`src/rtl/custom_axi_ip_engine.sv`:
```
// Job engine behind the AXI register block: steps a seeded accumulator per cycle
// and commits the result to a per-channel result register with status/irq reporting.

package custom_axi_ip_pkg;
   typedef enum logic [1:0] {
      IDLE  = 2'd0,
      BUSY  = 2'd1,
      DONE  = 2'd2,
      ERROR = 2'd3
   } status_e;

   typedef enum logic [1:0] {
      MODE_INC  = 2'd0,
      MODE_DEC  = 2'd1,
      MODE_PASS = 2'd2,
      MODE_RSVD = 2'd3
   } mode_e;

   localparam logic [1:0] ERR_NONE     = 2'd0;
   localparam logic [1:0] ERR_BAD_MODE = 2'd1;
   localparam logic [1:0] ERR_OVERFLOW = 2'd2;
   localparam logic [1:0] ERR_BAD_CHAN = 2'd3;
endpackage

module custom_axi_ip_engine
   import custom_axi_ip_pkg::*;
#(
   parameter int unsigned DATA_WIDTH = 32,
   parameter int unsigned NUM_CH     = 4,
   parameter int unsigned ITER_W     = 8,
   parameter int unsigned STEP       = 1,
   localparam int unsigned CH_W      = (NUM_CH > 1) ? $clog2(NUM_CH) : 1
) (
   input  logic                         clk_i,
   input  logic                         rst_ni,
   input  logic                         start_i,
   input  logic [CH_W-1:0]              chan_i,
   input  logic [DATA_WIDTH-1:0]        data_i,
   input  logic [ITER_W-1:0]            iter_i,
   input  logic [1:0]                   mode_i,
   input  logic                         ack_i,
   input  logic [NUM_CH-1:0]            clear_i,
   output status_e                      status_o,
   output logic                         busy_o,
   output logic                         irq_o,
   output logic [1:0]                   err_code_o,
   output logic [NUM_CH*DATA_WIDTH-1:0] result_o,
   output logic [NUM_CH-1:0]            result_valid_o
);

   localparam logic [DATA_WIDTH-1:0] STEP_V = DATA_WIDTH'(STEP);

   status_e                             state_q;
   logic [DATA_WIDTH-1:0]               acc_q;
   logic [ITER_W-1:0]                   cnt_q;
   logic [CH_W-1:0]                     chan_q;
   logic [1:0]                          mode_q;
   logic                                busy_q;
   logic                                irq_q;
   logic [1:0]                          err_q;
   logic [NUM_CH-1:0][DATA_WIDTH-1:0]   result_q;
   logic [NUM_CH-1:0]                   valid_q;

   logic [DATA_WIDTH:0]                 inc_sum_c;
   logic                                borrow_c;
   logic                                chan_bad_c;

   // Overflow detection: carry out of the sum, or subtrahend larger than acc.
   always_comb begin
      inc_sum_c  = {1'b0, acc_q} + {1'b0, STEP_V};
      borrow_c   = (acc_q < STEP_V);
      chan_bad_c = (32'(chan_i) >= NUM_CH);
   end

   always_ff @(posedge clk_i or negedge rst_ni) begin
      if (!rst_ni) begin
         state_q  <= IDLE;
         acc_q    <= '0;
         cnt_q    <= '0;
         chan_q   <= '0;
         mode_q   <= '0;
         busy_q   <= 1'b0;
         irq_q    <= 1'b0;
         err_q    <= ERR_NONE;
         result_q <= '0;
         valid_q  <= '0;
      end else begin
         irq_q   <= 1'b0;
         // A DONE commit below overrides a same-edge clear of that channel.
         valid_q <= valid_q & ~clear_i;
         case (state_q)
            IDLE: begin
               if (start_i) begin
                  if (chan_bad_c) begin
                     state_q <= ERROR;
                     err_q   <= ERR_BAD_CHAN;
                     irq_q   <= 1'b1;
                  end else if (mode_i == MODE_RSVD) begin
                     state_q <= ERROR;
                     err_q   <= ERR_BAD_MODE;
                     irq_q   <= 1'b1;
                  end else begin
                     state_q <= BUSY;
                     busy_q  <= 1'b1;
                     acc_q   <= data_i;
                     cnt_q   <= (mode_i == MODE_PASS) ? '0 : iter_i;
                     chan_q  <= chan_i;
                     mode_q  <= mode_i;
                  end
               end
            end
            BUSY: begin
               if (cnt_q == '0) begin
                  state_q          <= DONE;
                  busy_q           <= 1'b0;
                  irq_q            <= 1'b1;
                  result_q[chan_q] <= acc_q;
                  valid_q[chan_q]  <= 1'b1;
               end else if ((mode_q == MODE_INC && inc_sum_c[DATA_WIDTH]) ||
                            (mode_q == MODE_DEC && borrow_c)) begin
                  state_q <= ERROR;
                  busy_q  <= 1'b0;
                  irq_q   <= 1'b1;
                  err_q   <= ERR_OVERFLOW;
               end else begin
                  acc_q <= (mode_q == MODE_INC) ? inc_sum_c[DATA_WIDTH-1:0] : (acc_q - STEP_V);
                  cnt_q <= cnt_q - ITER_W'(1);
               end
            end
            DONE, ERROR: begin
               if (ack_i) begin
                  state_q <= IDLE;
                  err_q   <= ERR_NONE;
               end
            end
            default: state_q <= IDLE;
         endcase
      end
   end

   assign status_o       = state_q;
   assign busy_o         = busy_q;
   assign irq_o          = irq_q;
   assign err_code_o     = err_q;
   assign result_o       = result_q;
   assign result_valid_o = valid_q;

endmodule

```
`config.mk`:
```
export PLATFORM = sky130hd
export DESIGN_NAME = custom_axi_ip_engine
export DESIGN_NICKNAME = d
export VERILOG_FILES = /design/src/rtl/custom_axi_ip_engine.sv
export SDC_FILE = /design/constraint.sdc
export NUM_CORES = 1
export LEC_CHECK = 0
export CAP_MARGIN = 20
export CORE_UTILIZATION = 46
export DETAILED_ROUTE_END_ITERATION = 6
export GPL_TIMING_DRIVEN = 0
export HOLD_SLACK_MARGIN = 0.15
export PLACE_DENSITY = 0.77
export SLEW_MARGIN = 20
export SYNTH_ARGS = -nofsm -noshare
export SYNTH_HDL_FRONTEND = slang
export SYNTH_SLANG_ARGS = --single-unit
export TNS_END_PERCENT = 20
```
`constraint.sdc`:
```
create_clock -name clk_i -period 6.75 [get_ports clk_i]
set_input_delay 1.0125 -clock clk_i [delete_from_list [all_inputs] [get_ports clk_i]]
set_output_delay 1.0125 -clock clk_i [all_outputs]
set_load 0.05 [all_outputs]
```
==> results.txt <==
Results of the full flow below.

Critical path:
- The run gives the kind of launch point of the worst setup path as an input pin.
- STA classifies the critical path endpoint as a register.
- The arrival time of data at the worst endpoint is listed as 3590 ps.
- The run gives the worst setup path category as input pin to register.

Clock tree:
- The run gives the number of buffers on the longest clock path as 2.
- The run puts the hold buffer count at CTS at 0.
- The run puts the H-tree level count at 4.
- TritonCTS built the clock tree.
- The run gives the clock root buffer master as clkbuf_16.
- The number of gates resized after CTS was 0.

Die:
- The run gives the site row count as 49.
- The core region is 0.0181 mm².
- The chip occupies slightly below 0.02 mm².
- For this design the top-level I/O count stands at between 150 and 200.
- The run gives the initial core utilization as 47.5%.

Finish:
- The run gives the number of nets in the layout as 1056.
- The run gives the tally of non-filler cells in the final layout as between 1000 and 1500.
- The final layout report lists a filler cell count of 1444.
- The flow measured a signed area growth from synthesis to layout of 31.9%.
- The run puts the fraction of layout cells with a size suffix above 1 at 15.4%.
- Measured on the finished design, the core utilization comes to 62.7%.

Routing:
- The run puts the first-pass iteration count of the detailed router at 7.
- The run puts the remaining routing DRC violations at 15.
- The run puts the DRC marker count from the first detailed-route iteration at 658.
- After detailed routing, the average wire length per cell comes to 20.7 µm.
- Dividing the detail-routed via count by the number of cells gives 5.92.

Power and ir drop:
- Cell internal power was estimated by the tool at 2.70 mW.
- The run puts the power density over cell area at 436 mW/mm².
- The run puts the portion of total power attributed to combinational logic at 48.0%.
- The run gives the switching part of the total as 45.5%.
- The run puts the post-route total power at 4.96 mW.
- The run gives the leakage dissipation as 4.95 nW.
- The share of total power dissipated in sequential elements is 32.9%.

Logic synthesis:
- The run puts the count of flip-flops with a built-in enable after synthesis at 0.
- The area recorded from the Yosys report for this design is between 0.008 and 0.009 mm².
- Among all flip-flop cells after synthesis, the most frequent one is dfrtp_1.
- The run gives the most frequently used cell type in the post-synthesis netlist as dfrtp_1.
- The run puts the net count of the mapped netlist at around 850.
- After technology mapping, the gate count stands at 792.
- For reference, the top cells by count after synthesis are dfrtp_1 (182), nand2_1 (77), mux2_2 (75).
- The run puts the mean post-synth cell area at 10.9 µm².

Global route:
- The run puts the number of global-route vias before repair at 7077.
- After global routing the overflow that remains totals 0.
- The run gives the first-pass GRT wire length as 40300 µm.
- Entering global routing, the biggest net connects 93 pins.

Timing:
- The run puts the final sum of negative setup slack at 0 ps.
- In the final report, the number of pins over their slew limit comes to 0.
- The run gives the ratio of final minimum period to clock period as 48.1%.
- The highest clock rate this design can be run at is 308 MHz.
- The run puts the final count of negative-setup-slack endpoints at 0.
- The run gives the minimum clock period as 3250 ps.
- The final timing report lists a hold violation count of 0.
- The run gives the relative max-transition margin as 34.5%.
- The run puts the final hold slack at around 480 ps.

Run status:
- The flow ran to the end, but the final reports show violations.
- The checks that failed: design-rule violations.

Placed design:
- The run puts the global placer's final weighted congestion at 0.917.
- The count of buffers added on input and output ports is 189.
- Once detailed placement completed, the half-perimeter wirelength came to ~18000 µm.
- The run gives the cell area after placement as 0.0108 mm².
- The pre-CTS setup check shows a worst slack of 3150 ps.
- Once placement completed, the tool counted placed cells totaling around 1200.

Run:
- The run gives the count of max-cap constraint violations as 0.
worst paths after layout:
path,to,cells past startpoint,start,slack [ps]
max in group asynchronous,cnt_q[1]$_DFFE_PN0P_,2,rst_ni,5260
hold reg to reg,result_o[112]$_DFFE_PN0P_,2,result_o[112]$_DFFE_PN0P_,480
min in group asynchronous,result_o[12]$_DFFE_PN0P_,1,rst_ni,570
hold / removal,result_o[112]$_DFFE_PN0P_,2,result_o[112]$_DFFE_PN0P_,480
setup / recovery,cnt_q[5]$_DFFE_PN0P_,8,mode_i[1],3500
setup reg to reg,acc_q[29]$_DFFE_PN0P_,8,acc_q[17]$_DFFE_PN0P_,3650
per-layer routing:
layer  part of all wire [%]  GRT usage (%)  wire length [µm]
met5                      0              0                 0
met4                    3.0           11.2               774
met3                    8.6           5.32              2210
met2                     45           42.1             11600
met1                     43           37.7             11100
cell usage in the layout, fill, tap and decap left out, types with 4 or more instances in the layout:
| master | synthesis | routed |
|---|---|---|
| clkbuf_1 | 47 | 50 |
| dfrtp_1 | 182 | 182 |
| nand2_1 | 77 | 77 |
| o211ai_1 | 8 | 8 |
| a31oi_1 | 8 | 8 |
| buf_2 | 5 | 5 |
| buf_6 | 6 | 6 |
| nand3b_1 | 4 | 4 |
| nand3_1 | 26 | 26 |
| nor2_1 | 40 | 40 |
| o32a_1 | 7 | 7 |
| nor4_1 | 15 | 15 |
| a21boi_0 | 4 | 4 |
| nand4_1 | 10 | 10 |
| nand2b_1 | 8 | 8 |
| o21ai_0 | 50 | 50 |
| or4_1 | 12 | 12 |
| clkinvlp_4 | 0 | 5 |
| o31a_1 | 4 | 4 |
| a21oi_1 | 25 | 25 |
| mux2_2 | 75 | 75 |
| mux2_4 | 25 | 25 |
| clkdlybuf4s50_1 | 0 | 188 |
| buf_1 | 7 | 7 |
| inv_1 | 16 | 16 |
| and3_1 | 5 | 5 |
| o22ai_1 | 11 | 11 |
| a211oi_1 | 7 | 7 |
| clkbuf_16 | 0 | 17 |
| or2_2 | 7 | 7 |
| nor3_1 | 22 | 22 |
| or3_1 | 10 | 10 |
| o32ai_1 | 5 | 5 |
power groups by stage:
stage	clock network (mW)	logic (mW)	registers, mW
3_3_place_gp	0	2.32	1.63
3_5_place_dp	0	2.35	1.64
6_report	0.945	2.38	1.63
4_1_cts	0.952	2.36	1.63
2_1_floorplan	0	0.985	2.17
5_1_grt	1.00	2.51	1.67
kinds of logic after synthesis:
family	Yosys count	synth area share, %
AND/OR/NAND/NOR	255	15.3
flip-flops	182	52.8
adder cells (fa/ha/maj)	3	0.435
buffers and inverters	84	4.38
AND-OR/OR-AND	166	12.7
multiplexers	101	14.3
XOR/XNOR	1	0.102
layout make-up:
type                       count  area [µm²]  area share (%)
multi-input combinational    526        3690            32.5
inverter                      16        60.1           0.528
clock buffer                  22         464            4.08
tap                          229         287            2.52
sequential                   182        4550            40.0
clock inverter                 7        76.3           0.671
timing repair buffer         190        1920            16.9
buffer                        68         318            2.79
worst max-delay path, stage by stage:
cell and delay (ps):
clkdlybuf4s50_1 490, nand2_1 140, nand3b_1 150, nor2_1 370, clkbuf_1 590, buf_1 540, nand3_1 160, o211ai_1 130
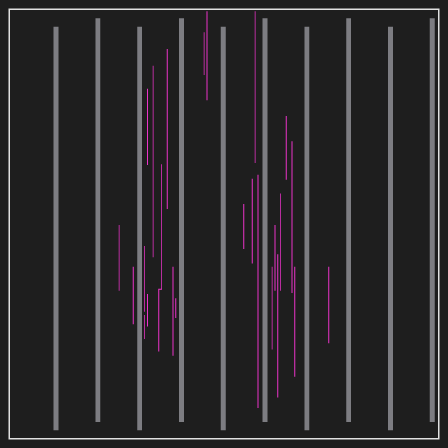
(M4 wires)
Supply wires on this layer in grey.
main direction: vertical
wire length on this layer: 775 µm
longest straight run: 75.5 µm
nets with wire on the layer: 20
vias after detailed routing: 7340
wirelength, routed: 25700 µm

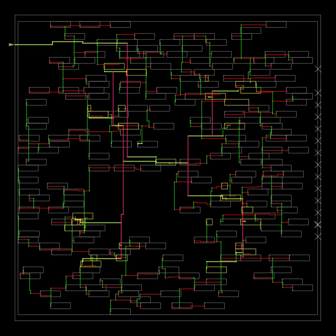
(clock nets)
clock latency of the later-clocked register in the worst-skew pair: 440 ps
total number of clock tree sinks: 182
setup skew after layout: 10.7 ps

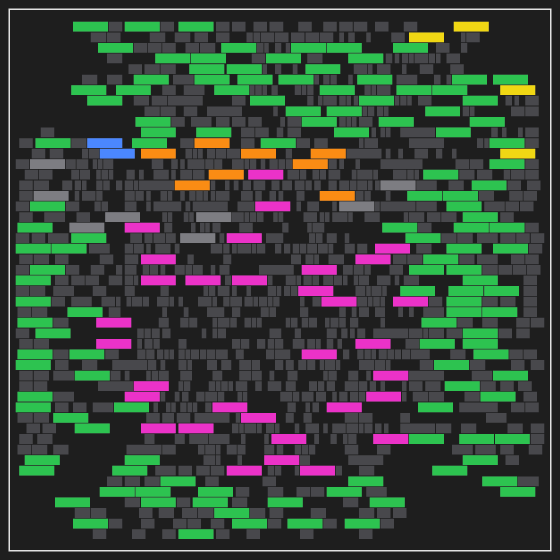
(register map, names as in the netlist)
Other sequential cells in the stronger grey, the rest of the logic in the fainter grey.
| colour | netlist name | flops |
|---|---|---|
| green | result_o | 128 |
| blue | status_o | 2 |
| magenta | acc_q | 32 |
| yellow | result_valid_o | 4 |
| orange | cnt_q | 8 |

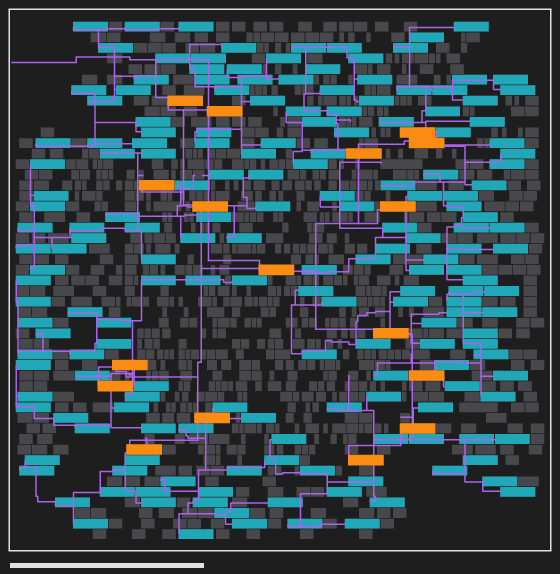
(clock wires, drivers and flops)
Scale bar: 50 µm.
[purple] clock wires | length: 2250 µm
[cyan] flip-flops | count: 182
[orange] clock drivers | count: 17
routed clock nets: 18
clock network fraction of design power: 19.0%
clock group power: 0.945 mW

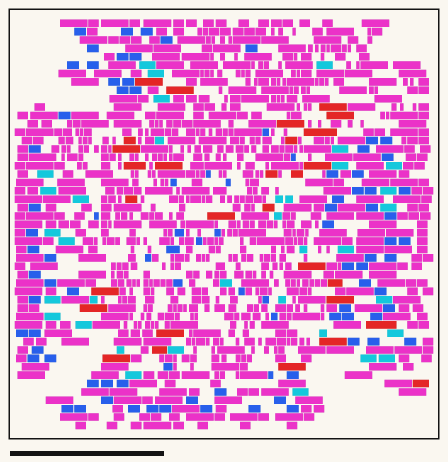
(drive-strength map)
Scale bar: 50 µm.
| colour | size | cells | most used |
|---|---|---|---|
| cyan | _3 and _4 cells | 35 | mux2_4 |
| red | _6 and larger | 29 | clkbuf_16 |
| magenta | _0 and _1 cells | 855 | clkdlybuf4s50_1 |
| blue | _2 cells | 92 | mux2_2 |
summed area of non-filler cells in the final layout: 0.0114 mm²
worst-case setup margin in the final layout: 3500 ps
Non-CTS buffers: 258

Power and IR drop assume default switching activity.
